### config.mk
export PLATFORM = sky130hd
export DESIGN_NAME = emi_wbuf_flat
export DESIGN_NICKNAME = d
export VERILOG_FILES = /design/src/rtl/emi_wbuf_if.sv /design/src/rtl/emi_wbuf.sv /design/src/flat_wrapper.sv
export SDC_FILE = /design/constraint.sdc
export NUM_CORES = 1
export LEC_CHECK = 0
export CORE_UTILIZATION = 45
export CTS_CLUSTER_DIAMETER = 30
export DETAILED_ROUTE_END_ITERATION = 16
export PLACE_DENSITY = 0.7
export SETUP_SLACK_MARGIN = 0.15
export SYNTH_ARGS = -nofsm -noshare
export SYNTH_HDL_FRONTEND = slang
export SYNTH_SLANG_ARGS = --single-unit
### constraint.sdc
create_clock -name clk -period 12.4 [get_ports clk]
set_input_delay 2.48 -clock clk [delete_from_list [all_inputs] [get_ports clk]]
set_output_delay 2.48 -clock clk [all_outputs]
set_load 0.01 [all_outputs]
### src/rtl/emi_wbuf_if.sv
// EMI request/response bundle shared by the cache-side and system-side ports.
// Handshake: the master raises req with address/wdata/size/RnW/bws stable and
// holds them until the slave returns a one-cycle valid pulse (with rdata for
// reads); req then drops for at least one cycle before the next request.
interface emi_wbuf_if;
  logic [31:0] address;
  logic [63:0] wdata;
  logic [1:0]  size;
  logic        RnW;
  logic [7:0]  bws;
  logic        req;
  logic [63:0] rdata;
  logic        valid;

  modport master (
    output address, wdata, size, RnW, bws, req,
    input  rdata, valid
  );

  modport slave (
    input  address, wdata, size, RnW, bws, req,
    output rdata, valid
  );
endinterface

### src/rtl/emi_wbuf.sv
// Posted-write buffer between the D-cache EMI and the system EMI.
// Writes are acknowledged once captured in a small FIFO and drained in order;
// reads wait until the FIFO is empty and no write is in flight, then pass through.
module emi_wbuf #(
  parameter int DEPTH      = 4,
  parameter int LOG2_DEPTH = 2
) (
  input  logic              clk,
  input  logic              reset,
  emi_wbuf_if.slave         u,
  emi_wbuf_if.master        d,
  output logic              wb_empty,
  output logic              pctr_wbuf_full,
  output logic [1:0]        dbg_u_state,
  output logic [1:0]        dbg_d_state
);

  typedef enum logic [1:0] {U_IDLE, U_ACK, U_RD, U_REST} u_state_t;
  typedef enum logic [1:0] {D_IDLE, D_WR, D_RD} d_state_t;

  localparam logic [LOG2_DEPTH:0] FULL_COUNT = (LOG2_DEPTH+1)'(DEPTH);

  // FIFO storage; contents need no reset because the pointers and count do
  logic [31:0] fifo_addr  [DEPTH];
  logic [63:0] fifo_wdata [DEPTH];
  logic [1:0]  fifo_size  [DEPTH];
  logic [7:0]  fifo_bws   [DEPTH];

  logic [LOG2_DEPTH-1:0] wr_ptr;
  logic [LOG2_DEPTH-1:0] rd_ptr;
  logic [LOG2_DEPTH:0]   count;

  u_state_t u_state;
  d_state_t d_state;

  logic        u_valid_q;
  logic        d_req_q;
  logic [31:0] d_address_q;
  logic [63:0] d_wdata_q;
  logic [1:0]  d_size_q;
  logic        d_rnw_q;
  logic [7:0]  d_bws_q;

  logic push;
  logic pop;
  logic rd_start;
  logic wr_refused;

  // Request decode; fullness is judged on count before any same-cycle pop
  always_comb begin
    push       = (u_state == U_IDLE) && u.req && !u.RnW && (count < FULL_COUNT);
    wr_refused = (u_state == U_IDLE) && u.req && !u.RnW && (count == FULL_COUNT);
    rd_start   = (u_state == U_IDLE) && u.req && u.RnW && (count == '0) &&
                 (d_state == D_IDLE);
    pop        = (d_state == D_WR) && d.valid;
  end

  // Capture accepted writes at the tail
  always_ff @(posedge clk) begin
    if (push) begin
      fifo_addr[wr_ptr]  <= u.address;
      fifo_wdata[wr_ptr] <= u.wdata;
      fifo_size[wr_ptr]  <= u.size;
      fifo_bws[wr_ptr]   <= u.bws;
    end
  end

  // Pointer and occupancy bookkeeping; push and pop together leave count alone
  always_ff @(posedge clk) begin
    if (!reset) begin
      wr_ptr <= '0;
      rd_ptr <= '0;
      count  <= '0;
    end else begin
      if (push) wr_ptr <= wr_ptr + 1'b1;
      if (pop)  rd_ptr <= rd_ptr + 1'b1;
      case ({push, pop})
        2'b10:   count <= count + 1'b1;
        2'b01:   count <= count - 1'b1;
        default: count <= count;
      endcase
    end
  end

  // Upstream FSM: ack writes after capture, park on forwarded reads
  always_ff @(posedge clk) begin
    if (!reset) begin
      u_state        <= U_IDLE;
      u_valid_q      <= 1'b0;
      pctr_wbuf_full <= 1'b0;
    end else begin
      pctr_wbuf_full <= wr_refused;
      u_valid_q      <= 1'b0;
      case (u_state)
        U_IDLE: begin
          if (push) begin
            u_state   <= U_ACK;
            u_valid_q <= 1'b1;
          end else if (rd_start) begin
            u_state <= U_RD;
          end
        end
        U_ACK:   u_state <= U_REST;
        U_RD:    if (d.valid) u_state <= U_REST;
        U_REST:  u_state <= U_IDLE;
        default: u_state <= U_IDLE;
      endcase
    end
  end

  // Downstream FSM: drain the head entry or issue the forwarded read
  always_ff @(posedge clk) begin
    if (!reset) begin
      d_state     <= D_IDLE;
      d_req_q     <= 1'b0;
      d_address_q <= '0;
      d_wdata_q   <= '0;
      d_size_q    <= '0;
      d_rnw_q     <= 1'b0;
      d_bws_q     <= '0;
    end else begin
      case (d_state)
        D_IDLE: begin
          if (rd_start) begin
            d_state     <= D_RD;
            d_req_q     <= 1'b1;
            d_address_q <= u.address;
            d_size_q    <= u.size;
            d_bws_q     <= u.bws;
            d_rnw_q     <= 1'b1;
          end else if (count != '0) begin
            d_state     <= D_WR;
            d_req_q     <= 1'b1;
            d_address_q <= fifo_addr[rd_ptr];
            d_wdata_q   <= fifo_wdata[rd_ptr];
            d_size_q    <= fifo_size[rd_ptr];
            d_bws_q     <= fifo_bws[rd_ptr];
            d_rnw_q     <= 1'b0;
          end
        end
        D_WR, D_RD: begin
          if (d.valid) begin
            d_state <= D_IDLE;
            d_req_q <= 1'b0;
          end
        end
        default: d_state <= D_IDLE;
      endcase
    end
  end

  // Read completion passes straight through; write acks come from the register
  always_comb begin
    u.valid = (u_state == U_RD) ? d.valid : u_valid_q;
    u.rdata = (u_state == U_RD) ? d.rdata : '0;
  end

  assign d.req     = d_req_q;
  assign d.address = d_address_q;
  assign d.wdata   = d_wdata_q;
  assign d.size    = d_size_q;
  assign d.RnW     = d_rnw_q;
  assign d.bws     = d_bws_q;

  assign wb_empty    = (count == '0) && (d_state != D_WR);
  assign dbg_u_state = u_state;
  assign dbg_d_state = d_state;

endmodule

### src/flat_wrapper.sv
// flat-port wrapper written by rule: the top's interface ports become plain ports
module emi_wbuf_flat 
#(
  parameter int DEPTH      = 4,
  parameter int LOG2_DEPTH = 2
)
  (clk, reset, wb_empty, pctr_wbuf_full, dbg_u_state, dbg_d_state, u_address, u_wdata, u_size, u_RnW, u_bws, u_req, u_rdata, u_valid, d_address, d_wdata, d_size, d_RnW, d_bws, d_req, d_rdata, d_valid);
  emi_wbuf_if u_i ();
  emi_wbuf_if d_i ();
  input  logic clk;
  input  logic reset;
  output logic wb_empty;
  output logic pctr_wbuf_full;
  output logic [1:0] dbg_u_state;
  output logic [1:0] dbg_d_state;
  input wire logic [$bits(u_i.address)-1:0] u_address;
  input wire logic [$bits(u_i.wdata)-1:0] u_wdata;
  input wire logic [$bits(u_i.size)-1:0] u_size;
  input wire logic [$bits(u_i.RnW)-1:0] u_RnW;
  input wire logic [$bits(u_i.bws)-1:0] u_bws;
  input wire logic [$bits(u_i.req)-1:0] u_req;
  output wire logic [$bits(u_i.rdata)-1:0] u_rdata;
  output wire logic [$bits(u_i.valid)-1:0] u_valid;
  output wire logic [$bits(d_i.address)-1:0] d_address;
  output wire logic [$bits(d_i.wdata)-1:0] d_wdata;
  output wire logic [$bits(d_i.size)-1:0] d_size;
  output wire logic [$bits(d_i.RnW)-1:0] d_RnW;
  output wire logic [$bits(d_i.bws)-1:0] d_bws;
  output wire logic [$bits(d_i.req)-1:0] d_req;
  input wire logic [$bits(d_i.rdata)-1:0] d_rdata;
  input wire logic [$bits(d_i.valid)-1:0] d_valid;
  assign u_i.address = u_address;
  assign u_i.wdata = u_wdata;
  assign u_i.size = u_size;
  assign u_i.RnW = u_RnW;
  assign u_i.bws = u_bws;
  assign u_i.req = u_req;
  assign u_rdata = u_i.rdata;
  assign u_valid = u_i.valid;
  assign d_address = d_i.address;
  assign d_wdata = d_i.wdata;
  assign d_size = d_i.size;
  assign d_RnW = d_i.RnW;
  assign d_bws = d_i.bws;
  assign d_req = d_i.req;
  assign d_i.rdata = d_rdata;
  assign d_i.valid = d_valid;
  emi_wbuf #(.DEPTH(DEPTH), .LOG2_DEPTH(LOG2_DEPTH)) u_core (.clk(clk), .reset(reset), .u(u_i), .d(d_i), .wb_empty(wb_empty), .pctr_wbuf_full(pctr_wbuf_full), .dbg_u_state(dbg_u_state), .dbg_d_state(dbg_d_state));
endmodule
==> results.txt, run 1 <==
yosys + openroad results -> Top cell by count, worst path clkdlybuf4s50_1, final worst-path cycle share roughly half, met2 Usage GRT between 30% and 40%, number of global-route vias before repair between 10000 and 15000, internal power ~0.0047 W, first-pass GRT wire length between 70000 and 80000 um, Syn. warnings 0, Place WS 6120 ps, Hold Crit Start u_core.d.wdata[18], main flop type edfxtp_1, xor/xnor share 0.1692%, metal3 WL roughly 3100 um, worst setup path end u_valid, Post-CTS Setup Bufs 0, clkbuf count ~130, comb_multi_in about 530, Seq/total area 53.90%, CTS tree done, MUX area fraction between 10% and 20%, Final #Nets 1741, die width 216.5 um, main logic family after synthesis multiplexers, most frequent cells in the layout 424 x edfxtp_1, 352 x clkdlybuf4s50_1, 139 x nand2_1, Slowest cell on crit path clkdlybuf4s50_1, DRC errors left 0, register area ~15000 sq um, Post-synth top cells 424 x edfxtp_1, 140 x nand2_1, 123 x dfxtp_1, max layer used met4, max frequency about 160 MHz, Max clock buf depth 3, crit path kind input port to primary output, switching power around 0.0017 W, Post-DP Area roughly 25000 sq um, fa+ha+maj area frac less than 1%, Non-Filler Instances between 2000 and 2500, Final setup violation count 0, Synth Cell Area approximately 21000 sq um, CP delay by family, top buffers and inverters, H-Tree Depth 3, Syn Area/Cell 17.87 sq um, RSZ-0062 raised after global routing no, R2R Setup Slk a little over 9000 ps, Clock buf/inv share 12.32%, routed wire length between 40000 and 50000 um, Biggest consumer the clock network, most common cell in the netlist edfxtp_1, post-synthesis compound-gate area fraction about 5%, CTS root buffer clkbuf_16, setup ws final 6122 ps, outcome complete, no violations, Top cell area share 61.48%, Comb pwr share 21.5%, max capacitance violation total 0, cells along the critical path clkdlybuf4s50_1 -> mux2_2 -> clkdlybuf4s50_1, pwr dens 228.6 nW/um^2, DRT antenna net count 0, WL/cell approximately 21 um, Reg power frac 36.2%, RD Place Congestion 0.7385, Seq share, synth 73.37%, initial antenna violation count 2, Worst path max stage delay around 600 ps, clock share of power a little over two fifths, ant diodes 1, Switching Share between 20% and 30%, P_leak 9.564 nW, launching element type of the critical path input port, Worst-Skew Late Latency between 600 and 700 ps, worst vdd ir 0.0001791 V, grt met3 use between 5 and 6%, tap cell count roughly 600, yosys stat chip area about 21000 sq um, PortBufs roughly 350, Top reg by flops u_core.fifo_wdata, Fin Hold WS ~450 ps, non-clk buf share roughly 13%, global route overflow 0, Cell Type Count approximately 43, Worst path depth 3, Initial DRC Count roughly 540, most used routing layer met2, combinational share of cell area between 15 and 20%, Final Hold Fails 0, Slew @ Worst Pin between 1000 and 1500 ps, pin count of the biggest net entering global routing roughly 73, hold_buf cts 0, nonclk inv count 13, CP Data Required Time ~9900 ps, crit-path max FO 5, Tot GR Track Use 20.65%, met2 wire length 25040 um, share of cells above drive strength 1 18.28%, cells after synthesis around 1200, comb pwr 0.00138 W, Buf+Inv Stages, Crit Path 2, count of tool warnings 33, grt met1 use a little under a quarter
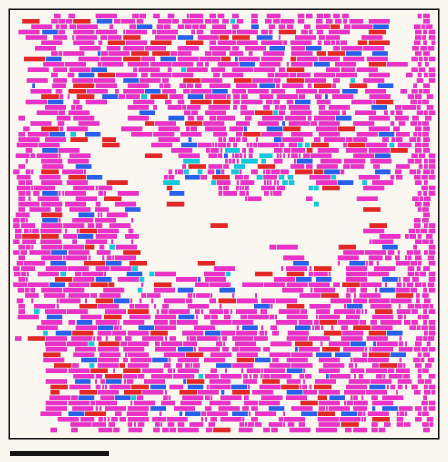
Run 1: cells by drive strength
Bar = 50 um.
x1 and smaller -> magenta  # cells 1341, share 82%, most used edfxtp_1
x3 and x4 -> cyan  # cells 43, share 2.6%, most used buf_4
x2 -> blue  # cells 125, share 7.6%, most used mux4_2
x6 and larger -> red  # cells 132, share 8.0%, most used clkbuf_16

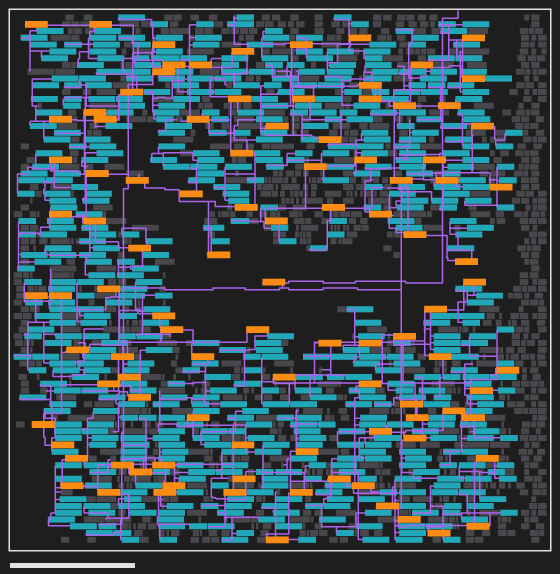
Run 1: clock distribution
Bar = 50 um.
clock wires -> purple  # length 6920 um
flip-flops -> cyan  # count 547
clock-net drivers -> orange  # count 100
flops lie = spread over the die
routed clock nets = 101

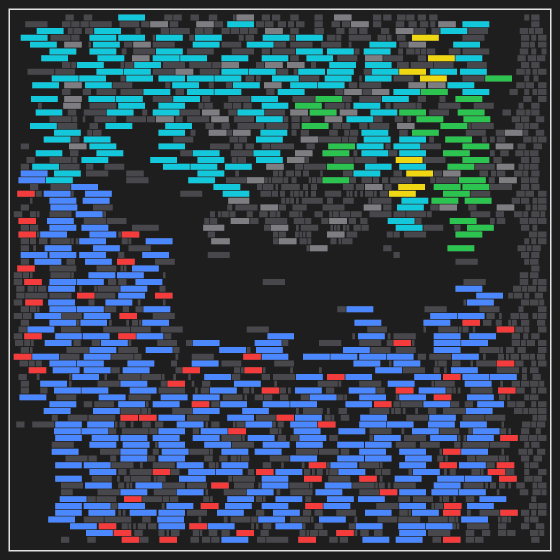
Run 1: register map, names as in the netlist
u_core.d.wdata -> red  # flops 64
u_core.fifo_addr -> cyan  # flops 128, where a band across the top
u_core.fifo_wdata -> blue  # flops 256
u_core.fifo_bws -> green  # flops 32, where north-east
u_core.fifo_size -> yellow  # flops 8, where north-east
not colored = 59

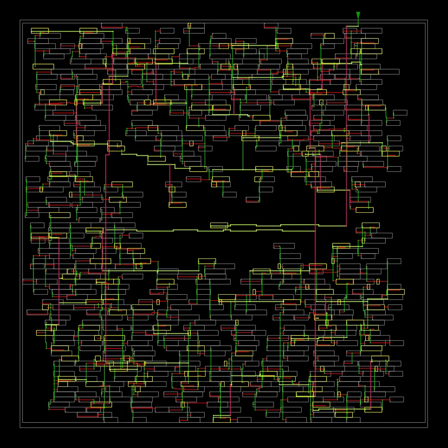
Run 1: the clock network
Fin Clk Skew: 18.30 ps
total clock sinks: 547
Clk power: 0.00273 W

Run 1, the metal 4 layer:
Supply wires on this layer in gray.
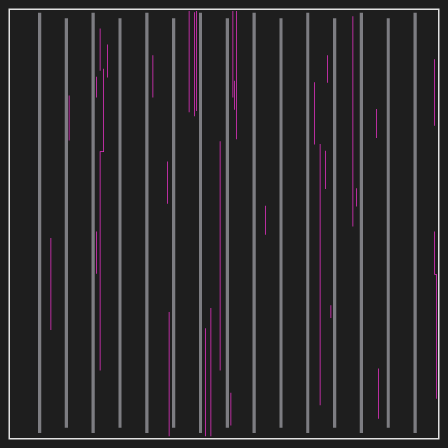

==> run 2: changes to the inputs <==
==> constraint.sdc (replaced) <==
create_clock -name clk -period 5.9 [get_ports clk]
set_input_delay 1.18 -clock clk [delete_from_list [all_inputs] [get_ports clk]]
set_output_delay 1.18 -clock clk [all_outputs]
set_load 0.01 [all_outputs]
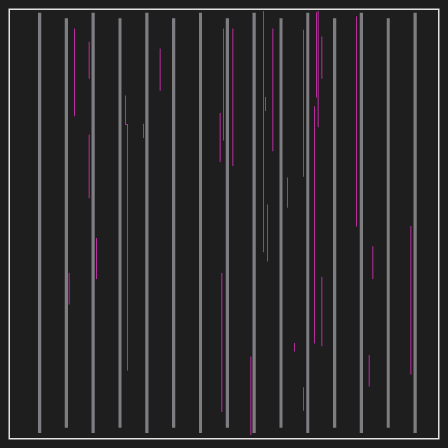
Run 2: the metal 4 layer
Supply wires on this layer in gray.
longest straight run = 124 um
main direction = vertical
routed via count: 11964
routed wire length: 49460 um

==> run 2 against run 1 <==
  * Total power rose by 120%
  * Sequential power rose by 110%
  * Synthesized cell count did not move
  * Highest routed layer unchanged
==> results.txt, run 2 <==
yosys + openroad results -> tap cell count 600 (unchanged), clkbuf count 114 (-10%), Post-CTS Setup Bufs 0 (unchanged), crit-path max FO 64 (+59), H-Tree Depth 3 (unchanged), Slowest cell on crit path clkdlybuf4s50_1, Place WS 2177 ps (-3943 ps), initial antenna violation count 5 (+3), grt met1 use 24.70% (+0.90 points), Seq cells post-synth roughly 550, Seq/total area 53.07% (-0.84 points), comb_multi_in 525 (unchanged), Tot GR Track Use 21.28% (+0.63 points), MUX area fraction 11.77% (unchanged), cells after synthesis 1159 (unchanged), Clock buf/inv share 13.45% (+1.1 points), DRT antenna net count 0 (unchanged), Slew @ Worst Pin 1289 ps (+172.9 ps), Comb pwr share 20.2% (-1.3 points), combinational share of cell area 17.76% (-0.28 points), outcome complete, no violations, xor/xnor share 0.1692% (unchanged), Buffers, non-clock 368, main logic family after synthesis multiplexers, comb pwr 0.00286 W (+110%), R2R Setup Slk 2940 ps (-6180 ps), Syn Area/Cell 17.87 sq um (unchanged), CP Data Required Time 4720 ps (-5200 ps), Reg power frac 35.1% (-1.1 points), launching element type of the critical path register, Max clock buf depth 3 (unchanged), most common cell in the netlist edfxtp_1, Seq share, synth 73.37% (unchanged), Final Hold Fails 0 (unchanged), grt met3 use 5.053% (-0.13 points), worst vdd ir 0.0002687 V (+50%), Syn. warnings 0 (unchanged), R2R cell count 7, filler instances ~3200, main flop type edfxtp_1, Fin Clk Skew 32.96 ps (+14.66 ps), setup ws final 2085 ps (-4037 ps), Non-Filler Instances 2252 (+0.45%), Worst-Skew Late Latency 640 ps (about the same), nonclk inv count 13 (unchanged), Top cell area share 61.48% (unchanged), Post-DP Area 24790 sq um (+0.23%), fa+ha+maj area frac 0.7612% (unchanged), Area Growth Syn to Fin 38.35%, die width 216.5 um (unchanged), Die Y between 200 and 250 um, WL/cell 21.96 um (+2.5%), post-synth top area cell edfxtp_1, Final setup violation count 0 (unchanged), cells along the critical path inv_1 -> ha_1 -> buf_4 -> and2_1 -> clkdlybuf4s50_1, yosys stat chip area 20710 sq um (unchanged), final worst-path cycle share between 60 and 70%, Buf+Inv Stages, Crit Path 3 (+1), Top reg by flops u_core.fifo_wdata, CP delay by family, top buffers and inverters, Synth Cell Area 20710 sq um (unchanged), Cell Type Count 43 (unchanged), pin count of the biggest net entering global routing 107 (+47%), CTS tree done, hold_buf cts 0 (unchanged), internal power 0.01030 W (+120%), pwr dens 493.4 nW/um^2 (+120%), Worst path depth 5 (+2), first-pass GRT wire length 74810 um (+3.6%), RD Place Congestion 0.7405 (+0.27%), max frequency approximately 260 MHz, Worst path max stage delay 570 ps (-30 ps), metal3 WL 3187 um (+2.9%), Vias/cell about 5.3, most frequent cells in the layout 424 x edfxtp_1, 352 x clkdlybuf4s50_1, 139 x nand2_1, switching power 0.003833 W (+120%), register area 15200 sq um (unchanged), FP Util a little under half, Initial DRC Count 684 (+26%), ant diodes 5 (+4), non-clk buf share 12.89% (about the same), post-synthesis compound-gate area fraction 4.857% (unchanged), Clk power 0.00632 W (+130%), Biggest consumer the clock network, Switching Share 27.11% (+0.69 points), RSZ-0062 raised after global routing no, DRC errors left 0 (unchanged), clock share of power 44.7% (+2.3 points), Final #Nets 1744 (+0.17%), total clock sinks 547 (unchanged), max layer used met4, max capacitance violation total 0 (unchanged), Hold Crit Start u_core.d.wdata[50], most used routing layer met2, count of tool warnings 36 (+9.1%), crit path kind register to primary output, Fin Hold WS 449.1 ps (+0.4460 ps), met2 Usage GRT 37.70% (+1.4 points), worst setup path end u_rdata[53], share of cells above drive strength 1 19.49% (+1.2 points), Floorplan Nets approximately 1300, CTS root buffer clkbuf_16, P_leak 9.747 nW (+1.9%), number of global-route vias before repair 12540 (-0.37%)
Power is estimated from default activity; no workload was simulated.
